File: src/rtl/fifo_wr_ctrl_if.sv
// fifo_wr_ctrl_if
// Bundles the producer handshake, the synchronized read pointer and the
// write-side status flags of the async FIFO write controller.
// master: the producer / surrounding FIFO logic; slave: the controller.
interface fifo_wr_ctrl_if #(
   parameter int ADDR_WIDTH = 3
);
   localparam int PW = ADDR_WIDTH + 1;

   logic                  w_inc;
   logic [PW-1:0]         rptr_sync;
   logic                  ovf_clr;
   logic                  w_en;
   logic [ADDR_WIDTH-1:0] w_addr;
   logic [PW-1:0]         wptr_gray;
   logic                  full;
   logic                  almost_full;
   logic                  overflow;

   modport master (
      output w_inc, rptr_sync, ovf_clr,
      input  w_en, w_addr, wptr_gray, full, almost_full, overflow
   );

   modport slave (
      input  w_inc, rptr_sync, ovf_clr,
      output w_en, w_addr, wptr_gray, full, almost_full, overflow
   );
endinterface

File: src/rtl/fifo_wr_ctrl.sv
// fifo_wr_ctrl
// Write-side pointer and flag controller of an async FIFO. Owns the binary
// and Gray write pointers, drives the memory write strobe/address, publishes
// the registered Gray pointer to the read-domain synchronizer and derives
// full / almost-full / sticky overflow from the synchronized read pointer.
// Optional feature macro: FIFO_WR_ALMOST_FULL_EN. When undefined the level
// subtractor and Gray-to-binary decode are not built and almost_full is 0.
module fifo_wr_ctrl #(
   parameter int ADDR_WIDTH = 3,
   parameter int AF_MARGIN  = 2
) (
   input  logic         CLK,
   input  logic         RST,
   fifo_wr_ctrl_if.slave bus
);
   localparam int PW    = ADDR_WIDTH + 1;
   localparam int DEPTH = 1 << ADDR_WIDTH;

   // Full when the writer is exactly one lap ahead: Gray pointers then
   // differ only in their two most significant bits.
   localparam logic [PW-1:0] FULL_MASK = PW'(3) << (PW - 2);

   logic [PW-1:0] w_bin_q;
   logic [PW-1:0] w_bin_d;
   logic [PW-1:0] w_gray_q;
   logic [PW-1:0] w_gray_d;
   logic          full_q;
   logic          full_d;
   logic          ovf_q;
   logic          ovf_d;
   logic          accept;

   // Next-state pointers and flags, all evaluated from same-edge inputs.
   always_comb begin
      accept   = bus.w_inc & ~full_q;
      w_bin_d  = w_bin_q + PW'(accept);
      w_gray_d = w_bin_d ^ (w_bin_d >> 1);
      full_d   = (w_gray_d == (bus.rptr_sync ^ FULL_MASK));
      ovf_d    = ovf_q;
      if (bus.ovf_clr) begin
         ovf_d = 1'b0;
      end
      if (bus.w_inc & full_q) begin
         ovf_d = 1'b1;
      end
   end

   // Pointer and status registers; reset returns everything to empty.
   always_ff @(posedge CLK or negedge RST) begin
      if (!RST) begin
         w_bin_q  <= '0;
         w_gray_q <= '0;
         full_q   <= 1'b0;
         ovf_q    <= 1'b0;
      end else begin
         w_bin_q  <= w_bin_d;
         w_gray_q <= w_gray_d;
         full_q   <= full_d;
         ovf_q    <= ovf_d;
      end
   end

   assign bus.w_en      = accept;
   assign bus.w_addr    = w_bin_q[ADDR_WIDTH-1:0];
   assign bus.wptr_gray = w_gray_q;
   assign bus.full      = full_q;
   assign bus.overflow  = ovf_q;

`ifdef FIFO_WR_ALMOST_FULL_EN
   logic [PW-1:0] r_bin;
   logic [PW-1:0] level_d;
   logic [PW:0]   free_d;
   logic          af_q;
   logic          af_d;

   // Decode the read pointer to binary and compare free space to the margin.
   always_comb begin
      r_bin = '0;
      for (int i = 0; i < PW; i++) begin
         r_bin[i] = ^(bus.rptr_sync >> i);
      end
      level_d = w_bin_d - r_bin;
      free_d  = (PW+1)'(DEPTH) - {1'b0, level_d};
      af_d    = (free_d <= (PW+1)'(AF_MARGIN)) | full_d;
   end

   // Registered almost-full flag.
   always_ff @(posedge CLK or negedge RST) begin
      if (!RST) begin
         af_q <= 1'b0;
      end else begin
         af_q <= af_d;
      end
   end

   assign bus.almost_full = af_q;
`else
   assign bus.almost_full = 1'b0;
`endif

   // The synchronized read pointer must move by at most one Gray step.
   a_rptr_one_bit: assert property (@(posedge CLK) disable iff (!RST)
      $countones(bus.rptr_sync ^ $past(bus.rptr_sync)) <= 1);

   // Almost-full margin must leave room between empty and full.
   a_margin_range: assert property (@(posedge CLK)
      (AF_MARGIN >= 1) && (AF_MARGIN < DEPTH));

endmodule

File: src/flat_wrapper.sv
// flat-port wrapper written by rule: the top's interface ports become plain ports
module fifo_wr_ctrl_flat 
#(
   parameter int ADDR_WIDTH = 3,
   parameter int AF_MARGIN  = 2
)
  (CLK, RST, bus_w_inc, bus_rptr_sync, bus_ovf_clr, bus_w_en, bus_w_addr, bus_wptr_gray, bus_full, bus_almost_full, bus_overflow);
  fifo_wr_ctrl_if #(.ADDR_WIDTH(ADDR_WIDTH)) bus_i ();
  input  logic CLK;
  input  logic RST;
  input wire logic [$bits(bus_i.w_inc)-1:0] bus_w_inc;
  input wire logic [$bits(bus_i.rptr_sync)-1:0] bus_rptr_sync;
  input wire logic [$bits(bus_i.ovf_clr)-1:0] bus_ovf_clr;
  output wire logic [$bits(bus_i.w_en)-1:0] bus_w_en;
  output wire logic [$bits(bus_i.w_addr)-1:0] bus_w_addr;
  output wire logic [$bits(bus_i.wptr_gray)-1:0] bus_wptr_gray;
  output wire logic [$bits(bus_i.full)-1:0] bus_full;
  output wire logic [$bits(bus_i.almost_full)-1:0] bus_almost_full;
  output wire logic [$bits(bus_i.overflow)-1:0] bus_overflow;
  assign bus_i.w_inc = bus_w_inc;
  assign bus_i.rptr_sync = bus_rptr_sync;
  assign bus_i.ovf_clr = bus_ovf_clr;
  assign bus_w_en = bus_i.w_en;
  assign bus_w_addr = bus_i.w_addr;
  assign bus_wptr_gray = bus_i.wptr_gray;
  assign bus_full = bus_i.full;
  assign bus_almost_full = bus_i.almost_full;
  assign bus_overflow = bus_i.overflow;
  fifo_wr_ctrl #(.ADDR_WIDTH(ADDR_WIDTH), .AF_MARGIN(AF_MARGIN)) u_core (.CLK(CLK), .RST(RST), .bus(bus_i));
endmodule
File: config.mk
export PLATFORM = sky130hd
export DESIGN_NAME = fifo_wr_ctrl_flat
export DESIGN_NICKNAME = d
export VERILOG_FILES = /design/src/rtl/fifo_wr_ctrl_if.sv /design/src/rtl/fifo_wr_ctrl.sv /design/src/flat_wrapper.sv
export SDC_FILE = /design/constraint.sdc
export NUM_CORES = 1
export LEC_CHECK = 0
export CAP_MARGIN = 40
export CORE_AREA = 2 2 39 41
export CTS_CLUSTER_SIZE = 40
export DETAILED_ROUTE_END_ITERATION = 8
export DIE_AREA = 0 0 41 43
export PLACE_DENSITY_LB_ADDON = 0.12
export SYNTH_ARGS = -nofsm -noshare
export SYNTH_HDL_FRONTEND = slang
export SYNTH_SLANG_ARGS = --single-unit
File: constraint.sdc
create_clock -name CLK -period 3.8 [get_ports CLK]
set_input_delay 0.38 -clock CLK [delete_from_list [all_inputs] [get_ports CLK]]
set_output_delay 0.38 -clock CLK [all_outputs]
set_load 0.01 [all_outputs]
Fig. 1: run 1, cell classes on the final placement
Fill, decap, tap and diode cells in gray.
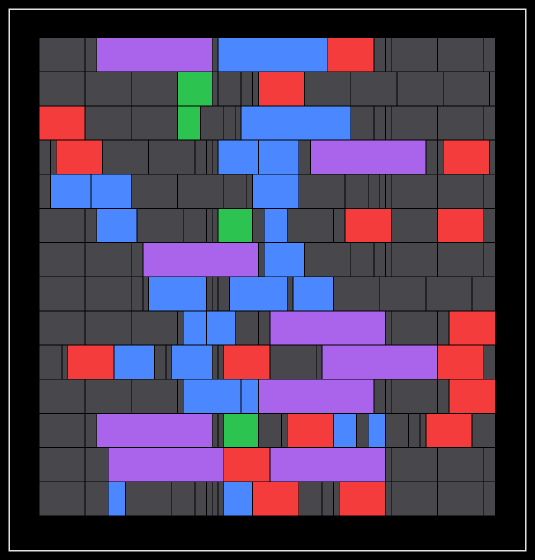
remaining buffers and delay cells: drawn in red, cells 17. remaining logic cells: drawn in blue, cells 23. registers: drawn in purple, cells 9. clock drivers and dummy loads: drawn in green, cells 4.

Fig. 2: run 1, clock wiring as the flow saved it
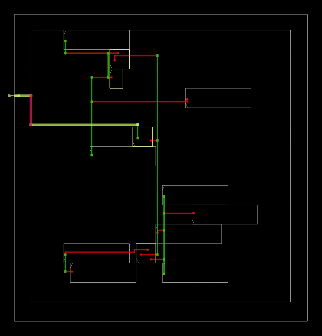
largest clock skew in the final design: 0.004223 ns
power consumed by the clock network: 0.0746 mW
number of buffers inserted during clock tree synthesis: 3
insertion delay at the late pin of the worst-skew pair: 0.26 ns

Fig. 3: run 1, routed metal, one color a layer
The bar under the picture is 10 um long. Two of the layers only.
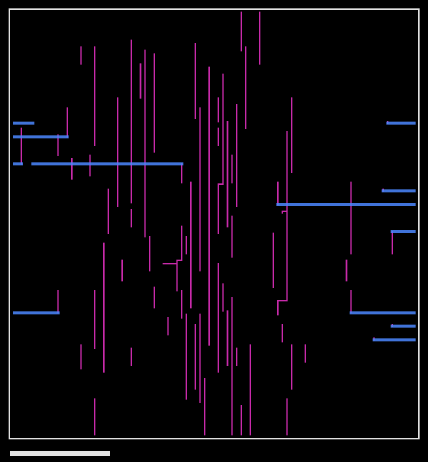
M2: drawn in magenta, wire length 408 um. M3: drawn in blue, wire length 61.3 um.

==> qor.json, run 1 <==
{
  "synthesis": {
    "netlist_area_pre_place_sq_um": 445.4,
    "yosys_cells": 33,
    "synth.top_cell.area_share": 0.5056,
    "number_of_distinct_standard_cells_referenced_by_the_synthesized_netlist": 15,
    "synth-edff-count": 0,
    "common_cells": "9 x sky130_fd_sc_hd__dfrtp_1, 5 x sky130_fd_sc_hd__xor2_1, 4 x sky130_fd_sc_hd__xnor2_1",
    "synthesis.nets": 43,
    "asyncSetResetFlopFracSynth": 1.000,
    "most_instantiated_flip_flop_cell_in_the_synthesis_netlist": "sky130_fd_sc_hd__dfrtp_1",
    "synthesized_netlist_cell_count": 33,
    "ys.flops": 9,
    "mean_instance_size_in_the_synthesized_netlist_sq_um": 13.50,
    "yosysChipArea_sq_um": 445.4,
    "yosys-top-cells-area": "sky130_fd_sc_hd__dfrtp_1 51%, sky130_fd_sc_hd__xor3_1 11%, sky130_fd_sc_hd__xor2_1 9.8%, sky130_fd_sc_hd__xnor2_1 7.9%, sky130_fd_sc_hd__ha_1 5.6%",
    "synth_seq_share": 0.5056,
    "synth_top_cell_by_count": "sky130_fd_sc_hd__dfrtp_1",
    "post-synth-top-area-cell": "sky130_fd_sc_hd__dfrtp_1",
    "synth.yosys.warnings": 0
  },
  "route": {
    "wirelength_met1_um": 309,
    "wl_per_cell_um": 11.33,
    "postRouteWirelength_um": 782,
    "post-route-drc-count": 0,
    "post_drt_via_cell_ratio": 4.406,
    "top_layer_used": "met4",
    "wl_met3_um": 61,
    "dr.pass1.iters": 4,
    "postRouteAntennaNets": 0,
    "initialDrtViolationCount": 1,
    "routed-via-count": 304,
    "wl_met2_um": 407
  },
  "worst_setup_path": {
    "cp_slowest_cell": "sky130_fd_sc_hd__clkdlybuf4s50_1",
    "worst_setup_path_end_kind": "register",
    "worst-path-buf-inv": 1,
    "worst_setup_path_class": "in2reg",
    "worst-path-max-fanout": 3,
    "maximum_single_stage_delay_on_the_critical_path_ns": 0.48,
    "startpoint_type": "input port",
    "worstPathCellList": "clkdlybuf4s50_1 > nor2b_1 > ha_1 > ha_1 > xor3_1 > or3_1 > a211oi_2",
    "endpoint_required_time_on_the_critical_path_ns": 3.98,
    "timing.critical_path.mode_cell": "sky130_fd_sc_hd__ha_1",
    "arrival_time_reported_for_the_critical_path_endpoint_ns": 2.37,
    "critPathTopFamily": "simple AND/OR/NAND/NOR gates"
  },
  "clock_network": {
    "clk_pin_slew_ns": 0.07,
    "numClockSinks": 9,
    "cts-resized-gates": 0,
    "cts_tree": "built",
    "htree_num_levels": 1,
    "postcts_setup_bufs": 0,
    "clock_tree.buffer_depth": 2,
    "root_buffer": "sky130_fd_sc_hd__clkbuf_4",
    "hold_buffers": 0
  },
  "final_layout": {
    "drive_gt1_frac": 0.1132,
    "combinational_gate_area_sq_um": 209.0,
    "largest_class": "flip-flops and latches",
    "non_filler_cell_area_final_sq_um": 655.6,
    "clock_distribution_area_overhead_in_the_final_layout": 0.04198,
    "seqCellArea_sq_um": 225.2,
    "fin_nets": 64,
    "nNonClkBuffers": 17,
    "final_core_util": 0.4738,
    "layout-area-overhead-vs-synth_pct": 47.19,
    "fillCellCount": 131,
    "post_layout_nonfiller_instances": 69,
    "comb.multi_input.count": 22,
    "num_antenna_cells": 0,
    "mostFrequentLayoutCell": "sky130_fd_sc_hd__clkdlybuf4s50_1",
    "fraction_of_area_in_registers": 0.3435,
    "final-nonclk-buf-share": 0.2595,
    "num-nonclk-inverters": 1,
    "final.clkbuf_count": 3,
    "combAreaFraction": 0.3187,
    "numSequentialCells": 9,
    "lay_top_cells": "17 x sky130_fd_sc_hd__clkdlybuf4s50_1, 9 x sky130_fd_sc_hd__dfrtp_1, 5 x sky130_fd_sc_hd__xor2_1"
  },
  "timing": {
    "setup_viol": 0,
    "final_hold_viol_count": 0,
    "period_minus_slack_ns": 2.195,
    "finalSetupTns_ns": 0,
    "finalMaxSlewViolations": 0,
    "timing.final.crit_share": 0.5777,
    "rsz0062_at_grt": "false",
    "fin_hold_ws_ns": 0.4093,
    "setup_slack_ns": 1.605,
    "timing.fmax_mhz": 455.6
  },
  "floorplanning": {
    "die-area_sq_um": 1763,
    "core.rowCount": 14,
    "chipWidth_um": 41,
    "floorplan.core_area_sq_um": 1384,
    "die-height_um": 43,
    "initial_core_util": 0.3219,
    "well_tap_count": 16,
    "num_io_pins": 19
  },
  "job": {
    "warning_count": 26,
    "maxCapViolations": 0
  },
  "status": {
    "result_of_the_run": "completed"
  },
  "placed_design": {
    "io_buffer_count": 17,
    "dp_slack_ns": 1.322,
    "dp.cells": 65,
    "weighted_congestion_reported_at_the_end_of_routability_driven_placement": 0.7274,
    "placedInstanceArea_sq_um": 628.1,
    "detailedPlacementHpwl_um": 611.7
  },
  "global_route": {
    "met3_routing_resource_usage_after_global_routing": 0.03665,
    "vias_in_the_first_global_route": 315,
    "grt_max_degree": 10,
    "global_route.usage.met1": 0.1293,
    "grt_util_met2": 0.1719,
    "grt.total_usage": 0.1175,
    "global_route_wire_length_before_repair_mm": 1.283,
    "grt_most_used_layer": "met2",
    "grt_residual_overflow": 0,
    "grt_antenna_before_repair": 0
  },
  "power": {
    "switching_share_of_power": 0.3543,
    "power_frac_comb": 0.575,
    "sequential_group_share_of_total_power": 0.301,
    "power.density_cell_area_nw_per_um2": 922.6,
    "worst_ir_drop_vdd_mv": 0.3247,
    "clock_power_share": 0.123,
    "leakage_nw": 0.2908,
    "power.total_mw": 0.6049,
    "power_switching_mw": 0.2143,
    "internal_power_mw": 0.3906
  },
  "worst_hold_path": {
    "hold_class": "in2async"
  }
}
-- run 1: kinds of logic (layout without fill, tap and decap cells) --
group                    count (synthesis)  count (layout)  share of synthesized area
adder cells (fa/ha/maj)                  2               2                    0.05617
AND/OR/NAND/NOR                          5               5                    0.05900
buffers and inverters                    2              22                    0.02528
XOR/XNOR                                11              11                     0.2837
other                                    1               1                   0.008419
AND-OR/OR-AND                            3               3                    0.06178
flip-flops                               9               9                     0.5056
-- run 1: sequential cells by signal (all words and copies together) (netlist names) --
register and count:
u_core.bus.overflow 1, u_core.bus.wptr_gray 3, u_core.w_bin_q 4, u_core.bus.full 1
-- run 1: power by group through the flow --
stage	combinational [mW]	sequential (mW)	clock (mW)
after floorplan	0.194	0.205	0
after global placement	0.350	0.182	0
after detailed placement	0.355	0.185	0
after CTS	0.357	0.184	0.0780
after global routing	0.384	0.189	0.0838
final	0.348	0.182	0.0746
-- run 1: path summary, 6_finish.rpt --
path / start / to / slack [ns] / cells past startpoint
max: bus_w_inc / u_core.bus.full$_DFF_PN0_ / 1.60 / 7
min reg2reg: u_core.bus.overflow$_DFFE_PN0P_ / u_core.bus.overflow$_DFFE_PN0P_ / 0.53 / 2
max reg2reg: u_core.bus.full$_DFF_PN0_ / u_core.bus.full$_DFF_PN0_ / 1.83 / 6
min: RST / u_core.bus.wptr_gray[2]$_DFF_PN0_ / 0.41 / 1
min in group CLK: u_core.bus.overflow$_DFFE_PN0P_ / u_core.bus.overflow$_DFFE_PN0P_ / 0.53 / 2
max in group asynchronous: RST / u_core.w_bin_q[0]$_DFF_PN0_ / 3.10 / 1
Fig. 4: run 1, where the registers sit
The bar under the picture is 10 um long. Other sequential cells in the stronger gray, the rest of the logic in the fainter gray.
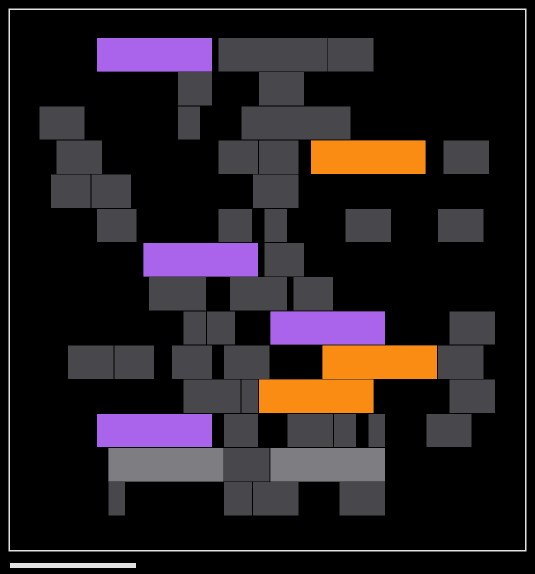

==> inputs of run 2 (changes only) <==
clock period = 1.85 ns   (was 3.8 ns; I/O delays follow)
Fig. 5: run 2, where the registers sit
The bar under the picture is 10 um long. Other sequential cells in the stronger gray, the rest of the logic in the fainter gray.
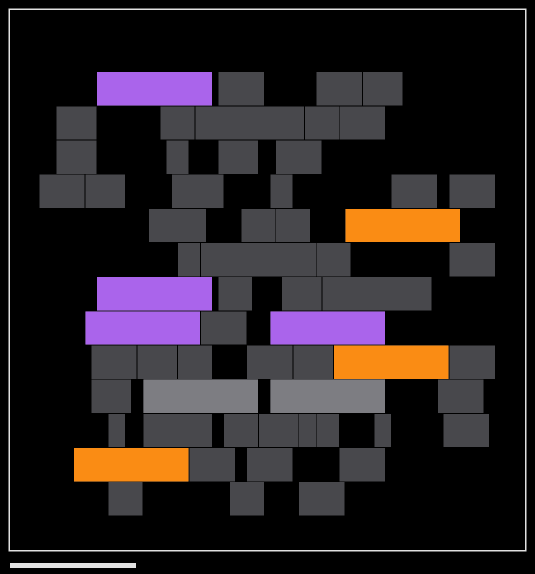
u_core.bus.wptr_gray: drawn in orange, flops 3. u_core.w_bin_q: drawn in purple, flops 4.
Another 2 sequential cells are not colored.

==> run 2 against run 1 <==
Effect of this change: global-route usage is 0.98 points higher; area after synthesis did not move; hold slack worse by 0.20 ns; total power rose by 130%; critical endpoint unchanged; highest routed layer unchanged.
==> qor.json, run 2 <==
{
  "placed_design": {
    "placedInstanceArea_sq_um": 683.2,
    "weighted_congestion_reported_at_the_end_of_routability_driven_placement": 0.7079,
    "dp.cells": 70,
    "io_buffer_count": 17,
    "dp_slack_ns": -0.2599
  },
  "final_layout": {
    "final.clkbuf_count": 3,
    "fin_nets": 71,
    "numSequentialCells": 9,
    "largest_register": "u_core.w_bin_q",
    "fillCellCount": 113,
    "num_antenna_cells": 0,
    "combAreaFraction": 0.3168,
    "lay_top_cells": "17 x sky130_fd_sc_hd__clkdlybuf4s50_1, 9 x sky130_fd_sc_hd__dfrtp_1, 7 x sky130_fd_sc_hd__buf_4",
    "fraction_of_area_in_registers": 0.3082,
    "post_layout_nonfiller_instances": 76,
    "clock_distribution_area_overhead_in_the_final_layout": 0.03767,
    "nNonClkBuffers": 24,
    "final-nonclk-buf-share": 0.3048,
    "largest_class": "combinational gates",
    "layout-area-overhead-vs-synth_pct": 64.05,
    "drive_gt1_frac": 0.2833,
    "combinational_gate_area_sq_um": 231.5,
    "mostFrequentLayoutCell": "sky130_fd_sc_hd__clkdlybuf4s50_1",
    "final_core_util": 0.5280,
    "non_filler_cell_area_final_sq_um": 730.7,
    "comb.multi_input.count": 22,
    "largest_register_ff_count": 4,
    "num-nonclk-inverters": 1
  },
  "floorplanning": {
    "core.rowCount": 14,
    "floorplan.core_area_sq_um": 1384,
    "chipWidth_um": 41,
    "die-area_sq_um": 1763,
    "well_tap_count": 16,
    "num_io_pins": 19,
    "die-height_um": 43
  },
  "clock_network": {
    "root_buffer": "sky130_fd_sc_hd__clkbuf_4",
    "numClockSinks": 9,
    "htree_num_levels": 1,
    "clk_pin_slew_ns": 0.07,
    "numCtsBuffers": 3,
    "cts_tree": "built",
    "clock_tree.buffer_depth": 2
  },
  "worst_setup_path": {
    "worst-path-max-fanout": 2,
    "worst_setup_path_startpoint": "bus_w_inc",
    "reg2reg_slack_ns": 0.05,
    "arrival_time_reported_for_the_critical_path_endpoint_ns": 1.99,
    "worstReg2RegEnd": "u_core.bus.full$_DFF_PN0_",
    "endpoint_required_time_on_the_critical_path_ns": 2.03,
    "r2r_cells": 6,
    "worst_setup_path_end_kind": "register",
    "cp-endpoint": "u_core.bus.full$_DFF_PN0_",
    "regToRegStartpoint": "u_core.bus.full$_DFF_PN0_"
  },
  "timing": {
    "final.setup_skew_ns": 0.0002642,
    "finalMaxSlewViolations": 0,
    "setup_slack_ns": 0.03711,
    "fin_hold_ws_ns": 0.2113,
    "rsz0062_at_grt": "true",
    "setup_viol": 0,
    "finalSetupTns_ns": 0,
    "timing.final.crit_share": 0.9799,
    "timing.fmax_mhz": 551.6,
    "period_minus_slack_ns": 1.813
  },
  "synthesis": {
    "most_instantiated_flip_flop_cell_in_the_synthesis_netlist": "sky130_fd_sc_hd__dfrtp_1",
    "synth.yosys.warnings": 0,
    "number_of_distinct_standard_cells_referenced_by_the_synthesized_netlist": 15,
    "common_cells": "9 x sky130_fd_sc_hd__dfrtp_1, 5 x sky130_fd_sc_hd__xor2_1, 4 x sky130_fd_sc_hd__xnor2_1",
    "synthesized_netlist_cell_count": 33,
    "yosys-top-cells-area": "sky130_fd_sc_hd__dfrtp_1 51%, sky130_fd_sc_hd__xor3_1 11%, sky130_fd_sc_hd__xor2_1 9.8%, sky130_fd_sc_hd__xnor2_1 7.9%, sky130_fd_sc_hd__ha_1 5.6%",
    "yosysChipArea_sq_um": 445.4,
    "ys.flops": 9,
    "synth.top_cell.area_share": 0.5056,
    "mean_instance_size_in_the_synthesized_netlist_sq_um": 13.50,
    "netlist_area_pre_place_sq_um": 445.4,
    "synthesis.nets": 43,
    "synth_top_cell_by_count": "sky130_fd_sc_hd__dfrtp_1",
    "synth_seq_share": 0.5056,
    "synth-edff-count": 0,
    "asyncSetResetFlopFracSynth": 1.000
  },
  "route": {
    "wl_met3_um": 54,
    "top_layer_used": "met4",
    "wl_per_cell_um": 10.92,
    "wirelength_met1_um": 322,
    "post-route-drc-count": 0,
    "routed-via-count": 330,
    "postRouteAntennaNets": 0,
    "postRouteWirelength_um": 830,
    "wl_met2_um": 431
  },
  "power": {
    "power.total_mw": 1.418,
    "leakage_nw": 0.3263,
    "power.density_cell_area_nw_per_um2": 1940,
    "worst_ir_drop_vdd_mv": 0.8348
  },
  "global_route": {
    "met3_routing_resource_usage_after_global_routing": 0.04712,
    "grt.total_usage": 0.1273,
    "grt_max_degree": 10,
    "global_route.usage.met1": 0.1313
  },
  "job": {
    "warning_count": 27
  },
  "worst_hold_path": {
    "hold_class": "in2async"
  },
  "status": {
    "result_of_the_run": "completed"
  }
}
run 2: worst min path at each step:
stage / slack, ns / endpoint / depth (start not counted) / startpoint
finish: 0.21 / u_core.bus.wptr_gray[1]$_DFF_PN0_ / 1 / RST
global route: 0.23 / u_core.bus.wptr_gray[1]$_DFF_PN0_ / 1 / RST
CTS: 0.22 / u_core.bus.wptr_gray[2]$_DFF_PN0_ / 1 / RST
detailed placement: 0.50 / u_core.bus.wptr_gray[1]$_DFF_PN0_ / 1 / RST
global placement: 0.50 / u_core.bus.overflow$_DFFE_PN0P_ / 1 / RST
floorplan: -0.11 / u_core.bus.full$_DFF_PN0_ / 0 / RST
run 2: worst max-delay path: stages:
cell	delay [ns]
sky130_fd_sc_hd__clkdlybuf4s50_1	0.47
sky130_fd_sc_hd__nor2b_2	0.16
sky130_fd_sc_hd__ha_2	0.22
sky130_fd_sc_hd__ha_4	0.13
sky130_fd_sc_hd__xor3_1	0.24
sky130_fd_sc_hd__or3_4	0.40
sky130_fd_sc_hd__a211oi_2	0.19
run 2: repair_timing:
action | 4_1_cts | 5_1_grt
setup endpoints to repair | 0 | 1
hold endpoints to repair | 0 | 0
setup buffers | 0 | 2
hold buffers | 0 | 0
resized | 0 | 1
run 2: kinds of logic after synthesis:
| family | count (synthesis) | share of synthesized area |
|---|---|---|
| AND-OR/OR-AND | 3 | 0.06178 |
| XOR/XNOR | 11 | 0.2837 |
| adder cells (fa/ha/maj) | 2 | 0.05617 |
| buffers and inverters | 2 | 0.02528 |
| flip-flops | 9 | 0.5056 |
| other | 1 | 0.008419 |
| AND/OR/NAND/NOR | 5 | 0.05900 |
run 2: power breakdown:
part           switching, mW  internal [mW]  total, mW
Clock                 0.0772         0.0800      0.157
Combinational          0.332          0.548      0.880
Sequential            0.0783          0.303      0.381
Power figures rest on the tool's default switching activity, not on a simulated workload.
